`config.mk`:
```
export PLATFORM = sky130hd
export DESIGN_NAME = fifo_rd_stream
export DESIGN_NICKNAME = d
export VERILOG_FILES = /design/src/rtl/fifo_rd_stream.sv
export SDC_FILE = /design/constraint.sdc
export NUM_CORES = 1
export LEC_CHECK = 0
export ABC_AREA = 0
export CORE_MARGIN = 3
export CORE_UTILIZATION = 45
export DETAILED_ROUTE_END_ITERATION = 12
export GPL_TIMING_DRIVEN = 0
export PLACE_DENSITY = 0.68
export RECOVER_POWER = 25
export SYNTH_ARGS = -nofsm -noshare
export SYNTH_HDL_FRONTEND = slang
export SYNTH_SLANG_ARGS = --single-unit
```
`constraint.sdc`:
```
create_clock -name clk -period 5.9 [get_ports clk]
set_input_delay 0.885 -clock clk [delete_from_list [all_inputs] [get_ports clk]]
set_output_delay 0.885 -clock clk [all_outputs]
set_load 0.01 [all_outputs]
```
`src/rtl/fifo_rd_stream.sv`:
```
// fifo_rd_stream: turns a standard-mode (non-FWFT) FIFO read port into a one-word-per-cycle valid/ready stream
// Ports:
//   clk, rst                         FIFO read clock, synchronous active-high reset
//   fifo_empty, fifo_dout, fifo_valid  FIFO read-side status and data
//   fifo_rd_en                       registered FIFO read request
//   flush                            drop buffered and in-flight words
//   m_data, m_valid, m_ready         output stream
//   buf_count                        words held in the local buffer
//   proto_err                        sticky protocol error (cleared only by rst)
// Optional: define FIFO_RD_STREAM_STATS_EN to add saturating word_cnt/stall_cnt outputs.
module fifo_rd_stream #(
    parameter int DATA_W       = 8,
    parameter int READ_LATENCY = 1,
    parameter int BUF_DEPTH    = 4
) (
    input  logic                         clk,
    input  logic                         rst,
    input  logic                         fifo_empty,
    input  logic [DATA_W-1:0]            fifo_dout,
    input  logic                         fifo_valid,
    output logic                         fifo_rd_en,
    input  logic                         flush,
    output logic [DATA_W-1:0]            m_data,
    output logic                         m_valid,
    input  logic                         m_ready,
    output logic [$clog2(BUF_DEPTH):0]   buf_count,
    output logic                         proto_err
`ifdef FIFO_RD_STREAM_STATS_EN
    ,
    output logic [31:0]                  word_cnt,
    output logic [31:0]                  stall_cnt
`endif
);
    localparam int PW  = $clog2(BUF_DEPTH);
    localparam int IFW = $clog2(READ_LATENCY + 1) + 1;
    typedef enum logic {RUN, FLUSH} state_t;
    state_t            state_q, state_d;
    logic [PW-1:0]     wr_ptr_q, wr_ptr_d, rd_ptr_q, rd_ptr_d;
    logic [PW:0]       count_q, count_d;
    logic [IFW-1:0]    in_flight_q, in_flight_d, grace_q, grace_d;
    logic              rd_en_q, rd_en_d, err_q, err_d;
    logic [DATA_W-1:0] mem_q [BUF_DEPTH];
    logic              pop, full, stale, arrive, push, clr;
    always_comb begin
        pop         = count_q != '0 && m_ready;
        full        = count_q == (PW+1)'(BUF_DEPTH);
        // words requested before reset may still return for READ_LATENCY cycles; drop them quietly
        stale       = grace_q != '0 && in_flight_q == '0;
        arrive      = fifo_valid && state_q == RUN && !stale;
        push        = arrive && (!full || pop);
        clr         = flush || state_q == FLUSH;
        err_d       = err_q || (fifo_valid && in_flight_q == '0 && grace_q == '0) || (arrive && full && !pop);
        in_flight_d = in_flight_q + IFW'(rd_en_q) - IFW'(fifo_valid && in_flight_q != '0);
        grace_d     = grace_q != '0 ? grace_q - IFW'(1) : grace_q;
        wr_ptr_d    = clr ? '0 : (push ? wr_ptr_q + PW'(1) : wr_ptr_q);
        rd_ptr_d    = clr ? '0 : (pop ? rd_ptr_q + PW'(1) : rd_ptr_q);
        count_d     = clr ? '0 : count_q + (PW+1)'(push) - (PW+1)'(pop);
        state_d     = state_q == RUN ? (flush ? FLUSH : RUN) : (!flush && in_flight_q == '0 ? RUN : FLUSH);
        // credit check counts words already requested so the buffer can never overrun
        rd_en_d     = state_q == RUN && !fifo_empty && !flush && (32'(count_d) + 32'(in_flight_d) < BUF_DEPTH);
    end
    always_ff @(posedge clk) begin
        if (rst) begin
            state_q     <= RUN;
            wr_ptr_q    <= '0;
            rd_ptr_q    <= '0;
            count_q     <= '0;
            in_flight_q <= '0;
            grace_q     <= IFW'(READ_LATENCY);
            rd_en_q     <= 1'b0;
            err_q       <= 1'b0;
        end else begin
            state_q     <= state_d;
            wr_ptr_q    <= wr_ptr_d;
            rd_ptr_q    <= rd_ptr_d;
            count_q     <= count_d;
            in_flight_q <= in_flight_d;
            grace_q     <= grace_d;
            rd_en_q     <= rd_en_d;
            err_q       <= err_d;
        end
        if (push) mem_q[wr_ptr_q] <= fifo_dout;
    end
    assign fifo_rd_en = rd_en_q;
    assign m_valid    = count_q != '0;
    assign m_data     = m_valid ? mem_q[rd_ptr_q] : '0;
    assign buf_count  = count_q;
    assign proto_err  = err_q;
`ifdef FIFO_RD_STREAM_STATS_EN
    logic [31:0] word_cnt_q, word_cnt_d, stall_cnt_q, stall_cnt_d;
    always_comb begin
        word_cnt_d  = word_cnt_q + 32'(pop && word_cnt_q != '1);
        stall_cnt_d = stall_cnt_q + 32'(m_valid && !m_ready && stall_cnt_q != '1);
    end
    always_ff @(posedge clk) begin
        if (rst) begin
            word_cnt_q  <= '0;
            stall_cnt_q <= '0;
        end else begin
            word_cnt_q  <= word_cnt_d;
            stall_cnt_q <= stall_cnt_d;
        end
    end
    assign word_cnt  = word_cnt_q;
    assign stall_cnt = stall_cnt_q;
`endif
endmodule

```
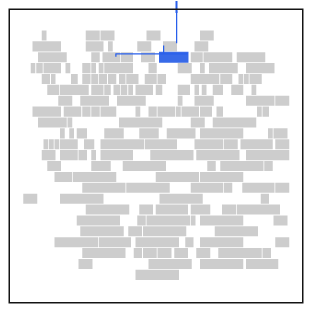
Fig. 1. Wires at chosen ports, followed through buffers (run 1).
Drawn at 4 px/um.
Blue is fifo_rd_en, bits 1, direction output, edge top, end cells 1, buffers 1, wire 28.7 um.
port bufs: 27
I/O Pins: 28

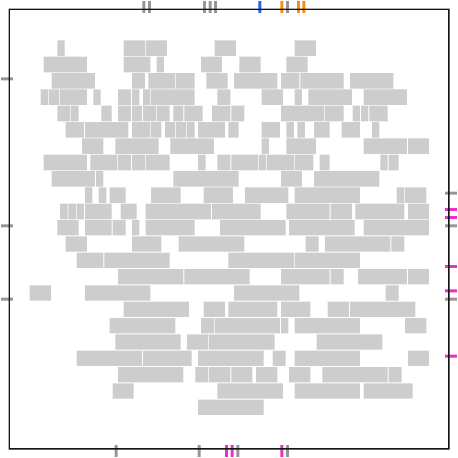
Fig. 2. I/O pins on the die edge (run 1).
Drawn at 6 px/um. Pins as bars across the die edge, other pins in grey.
Blue is fifo_rd_en, pins 1, direction output, edge top. Magenta is m_data, pins 8, direction output, edge 5 right, 3 bottom. Orange is buf_count, pins 3, direction output, edge top.
All pins by edge: 10 top, 8 right, 7 bottom, 3 left.

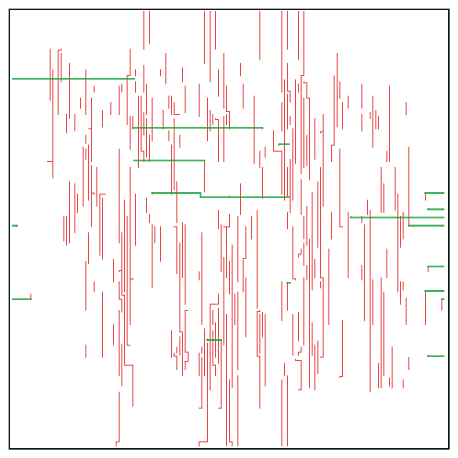
Fig. 3. Signal wires by layer (run 1).
Drawn at 6 px/um. Two of the layers only.
Green is M3, wire length 120 um. Red is M2, wire length 1,800 um.

==> impl_metrics.ini, run 1 <==
; generated from flow reports
[drt]
viasPerCell = 5.108
wl_um = 3401
drc = 0
dr.pass1.iters = 4
drtIter0Drc = 87
wl_per_cell_um = 15.25
ant_nets = 0
vias = 1139

[cells_and_area]
nNetsFinal = 197
lay_top_count = edfxtp_1
fill_cells = 334
diodes = 0
drive_gt1_share_pct = 10.40
largest_reg_flops = 32
syn2layout_area_growth_pct = 20.50
top_register = mem_q
final_cell_mix = edfxtp_1, clkdlybuf4s50_1, dfxtp_1

[synth]
syn_nets = 163
edf_count = 32
ys_top_cells_by_area = edfxtp_1, dfxtp_1, mux4_2
ys_area_um2 = 2021
ys_dominant_reg_cell = edfxtp_1
yosysTopAreaCell = edfxtp_1
ys_cells = 138
async_flop_share_pct = 0
syn-cell-area_um2 = 2021
postSynthSeqShare_pct = 63.41
netlist.area_leader.share_pct = 47.55
synth_cells = 138
ys.flops = 48
yosys-top-cells-count = edfxtp_1, dfxtp_1, inv_1, nor2b_1, ha_1
yosysWarnings = 0
synth.avg_cell_area_um2 = 14.64
synth_cell_types = 30
synth.most_common_cell = edfxtp_1

[critical_path]
rr_endpoint = fifo_rd_en
critPathCaptureType = flip-flop
crit_fanout = 7
reg2reg_from = grace_q[0]
r2r_slack_ns = 2.62
criticalPathCategory = primary input to flip-flop
max_stage_delay_ns = 0.47
critical_path.top_delay_family = adder cells
cp.required_ns = 6.14
worstPathArrival_ns = 3.97
crit_path_top_delay_cell = fa_1
cp-endpoint = fifo_rd_en
startpoint = m_ready
crit_chain = clkdlybuf4s50_1, nor4b_1, and3b_1, buf_6, inv_1, ha_1, inv_1, ha_1, inv_1, fa_1, nor3_1, ha_1, a311oi_1, and3_1
path_depth = 14
crit_buf_inv = 5

[clock_tree]
cts_inserted_buffers = 5
holdBufCountCts = 0
cts_tree = built
cts_root_buffer = clkbuf_8
clock_latency_ns = 0.29
clk_pin_slew_ns = 0.08
cts.sinks = 48
clock_path_buffers = 2
h-tree-depth = 2

[flow_run]
tool_warnings = 29
drv_cap = 0

[run_status]
status = finished, final reports clean

[final_timing]
setup_viol = 0
tns_ns = 0
slew-limit-headroom_pct = 24.27
fin_worst_skew_ns = 0.01100
rsz0062_at_grt = no
fin_crit_ns = 3.729
slew_violations = 0
fin_crit_sh_pct = 63.20
final_hold_viol_count = 0

[die]
core_um2 = 4173
fp.dieH_um = 73.01
fp_util_pct = 48.43
core.rowCount = 23
dieWidth_um = 73.01

[global_route]
antenna_found_initial = 0
grt_max_degree = 15
track_usage_pct = 14.76
grt_pass1_vias = 1267
grt_pass1_wl_um = 5858

[pwr]
ir_worst_vdd_mv = 0.1495
p_leak_nw = 0.8789

[worst_hold_path]
hold_depth = 2
min_to = grace_q[1]

[placement]
placed_cell_area_um2 = 2354
dp_hpwl_um = 2468
run 1: kinds of logic (layout without fill, tap and decap cells):
group / count (synthesis) / count (layout) / synth area share, %
adder cells (fa/ha/maj): 11 / 11 / 7.183
AND/OR/NAND/NOR: 39 / 39 / 10.71
XOR/XNOR: 7 / 7 / 3.034
buffers and inverters: 15 / 50 / 3.219
flip-flops: 48 / 48 / 63.41
multiplexers: 10 / 10 / 9.907
AND-OR/OR-AND: 8 / 8 / 2.539
run 1: metrics by stage:
stage / util, % / cells / hold slack (ns) / setup slack (ns) / power (W)
3_5_place_dp: 56.40 / 215 / 0.4949 / 1.833 / 0.0006209
5_1_grt: 58.35 / 223 / 0.5542 / 1.857 / 0.0008472
6_report: 58.35 / 223 / 0.5053 / 2.171 / 0.0007918
4_1_cts: 58.35 / 223 / 0.5122 / 2.148 / 0.0008014
3_3_place_gp: 56.40 / 215 / 0.4660 / 1.849 / 0.0006115
2_1_floorplan: - / 138 / 0.4544 / 2.596 / 0.0005527
run 1: metal layers:
layer	part of all wire, %	vias up	track usage, %
met1	42	553	17.97
met3	3.5	5	3.444
met5	0	-	0
met4	1.1	0	4.918
met2	53	19	25.62
li1	-	562	-
run 1: layout make-up:
class                      instances  area, um2  area share, %
buffer                             3      20.02         0.8222
clock buffer                       7      76.32          3.135
clock inverter                     1      5.005         0.2055
inverter                          12      45.04          1.850
multi-input combinational         75      674.4          27.70
sequential                        48       1281          52.62
tap                               50      62.56          2.569
timing repair buffer              27      270.3          11.10
run 1: where the power goes:
group / leakage [nW] / total, W / switching (W) / internal (W)
clock: 0.0422 / 0.000182 / 0.0000986 / 0.0000832
combinational: 0.417 / 0.000196 / 0.0000944 / 0.000102
sequential: 0.420 / 0.000414 / 0.0000186 / 0.000395
--- run 2 (diff from run 1) ---
==> constraint.sdc (replaced) <==
create_clock -name clk -period 3.9 [get_ports clk]
set_input_delay 0.585 -clock clk [delete_from_list [all_inputs] [get_ports clk]]
set_output_delay 0.585 -clock clk [all_outputs]
set_load 0.01 [all_outputs]
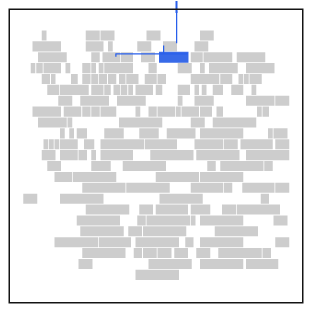
Fig. 4. Wires at chosen ports, followed through buffers (run 2).
Drawn at 4 px/um.
Blue is fifo_rd_en, bits 1, direction output, edge top, end cells 1, buffers 1, wire 28.7 um.

==> run 2 against run 1 <==
Against the previous run: setup slack lost 1.7 ns; area after synthesis did not move; count of clock-buffer cells in the layout unchanged; final cell count did not move; critical path type unchanged; largest cell class unchanged.
==> impl_metrics.ini, run 2 <==
; generated from flow reports
[final_timing]
fin_crit_sh_pct = 87.92
fin_crit_ns = 3.429
setup_viol = 0
tns_ns = 0
fin_worst_skew_ns = 0.01100
rsz0062_at_grt = no

[drt]
drtIter0Drc = 87
dr.pass1.iters = 4

[synth]
ys_cells = 138
ys_area_um2 = 2021
ys_sh_adder_pct = 7.183
netlist.area_leader.share_pct = 47.55
mux_area_share_pct = 9.907
async_flop_share_pct = 0
edf_count = 32
synth_cells = 138
synth.most_common_cell = edfxtp_1
aoi_share_pct = 2.539
xor_share_pct = 3.034

[die]
fp_util_pct = 48.43

[placement]
io_buffers = 27
placed_cell_area_um2 = 2354
dp_slack_ns = 0.1325
place_inst = 215

[cells_and_area]
largest_reg_flops = 32
final_cell_mix = edfxtp_1, clkdlybuf4s50_1, dfxtp_1
drive_gt1_share_pct = 10.40
instances_no_fill = 223

[critical_path]
worstPathArrival_ns = 3.67
cp.required_ns = 4.14

[pwr]
ir_worst_vdd_mv = 0.2262
finalPower_w = 0.001198

[clock_tree]
clock_latency_ns = 0.29
clk_pin_slew_ns = 0.08
cts_inserted_buffers = 5
h-tree-depth = 2

[run_status]
status = finished, final reports clean
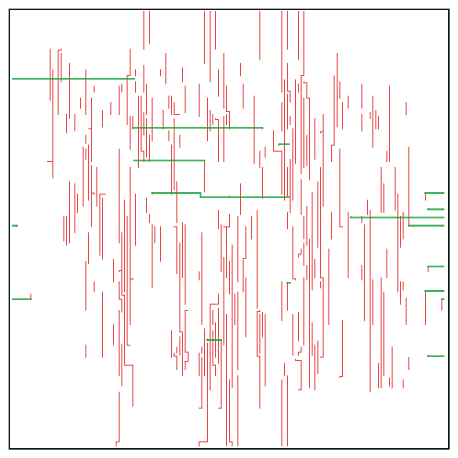
Fig. 5. Signal wires by layer (run 2).
Drawn at 6 px/um. Two of the layers only.
Red is M2, wire length 1,800 um. Green is M3, wire length 120 um.
vias: 1,139
gr usage total: 14.76%
DRT Wirelength: 3401 um
drt wl/cell: 15.25 um

run 2: critical path, stage by stage:
cell	delay [ns]
clkdlybuf4s50_1	0.45
nor4b_1	0.40
and3b_1	0.24
buf_6	0.13
inv_1	0.06
ha_1	0.22
inv_1	0.06
ha_1	0.13
inv_1	0.05
fa_1	0.47
nor3_1	0.21
ha_1	0.25
a311oi_1	0.24
and3_1	0.17
run 2: path summary, 6_finish.rpt:
| check | start | endpoint | slack [ns] | cells past startpoint |
|---|---|---|---|---|
| max reg2reg | grace_q[0] | fifo_rd_en | 0.62 | 15 |
| min reg2reg | grace_q[1] | grace_q[1] | 0.51 | 2 |
| min | grace_q[1] | grace_q[1] | 0.51 | 2 |
| max | m_ready | fifo_rd_en | 0.47 | 14 |
run 2: area by class of cell:
cell class	instances	area, um2
fillers	334	1738
flip-flops and latches	48	1281
multi-input cells	75	674.4
repair buffers	27	270.3
clock buffers	7	76.32
well taps	50	62.56
inverters	12	45.04
plain buffers	3	20.02
clock inverters	1	5.005
run 2: logic make-up (layout without fill, tap and decap cells):
| group | Yosys count | count (layout) |
|---|---|---|
| xor gates and xnor gates | 7 | 7 |
| DFF | 48 | 48 |
| buffers and inverters | 15 | 50 |
| AOI/OAI and AO/OA | 8 | 8 |
| adders and majority gates | 11 | 11 |
| muxes | 10 | 10 |
| and+or+nand+nor | 39 | 39 |
run 2: metal layers:
layer / vias up / track usage, % / part of all wire (%)
met5: - / 0 / 0
met4: 0 / 4.918 / 1.1
met3: 5 / 3.444 / 3.5
met2: 19 / 25.62 / 53
met1: 553 / 17.97 / 42
li1: 562 / - / -
run 2: power by group:
group	switching (W)	leakage (nW)	internal [W]
registers	0.0000282	0.420	0.000598
clock network	0.000149	0.0422	0.000126
logic	0.000143	0.417	0.000154
Power and IR drop assume default switching activity.
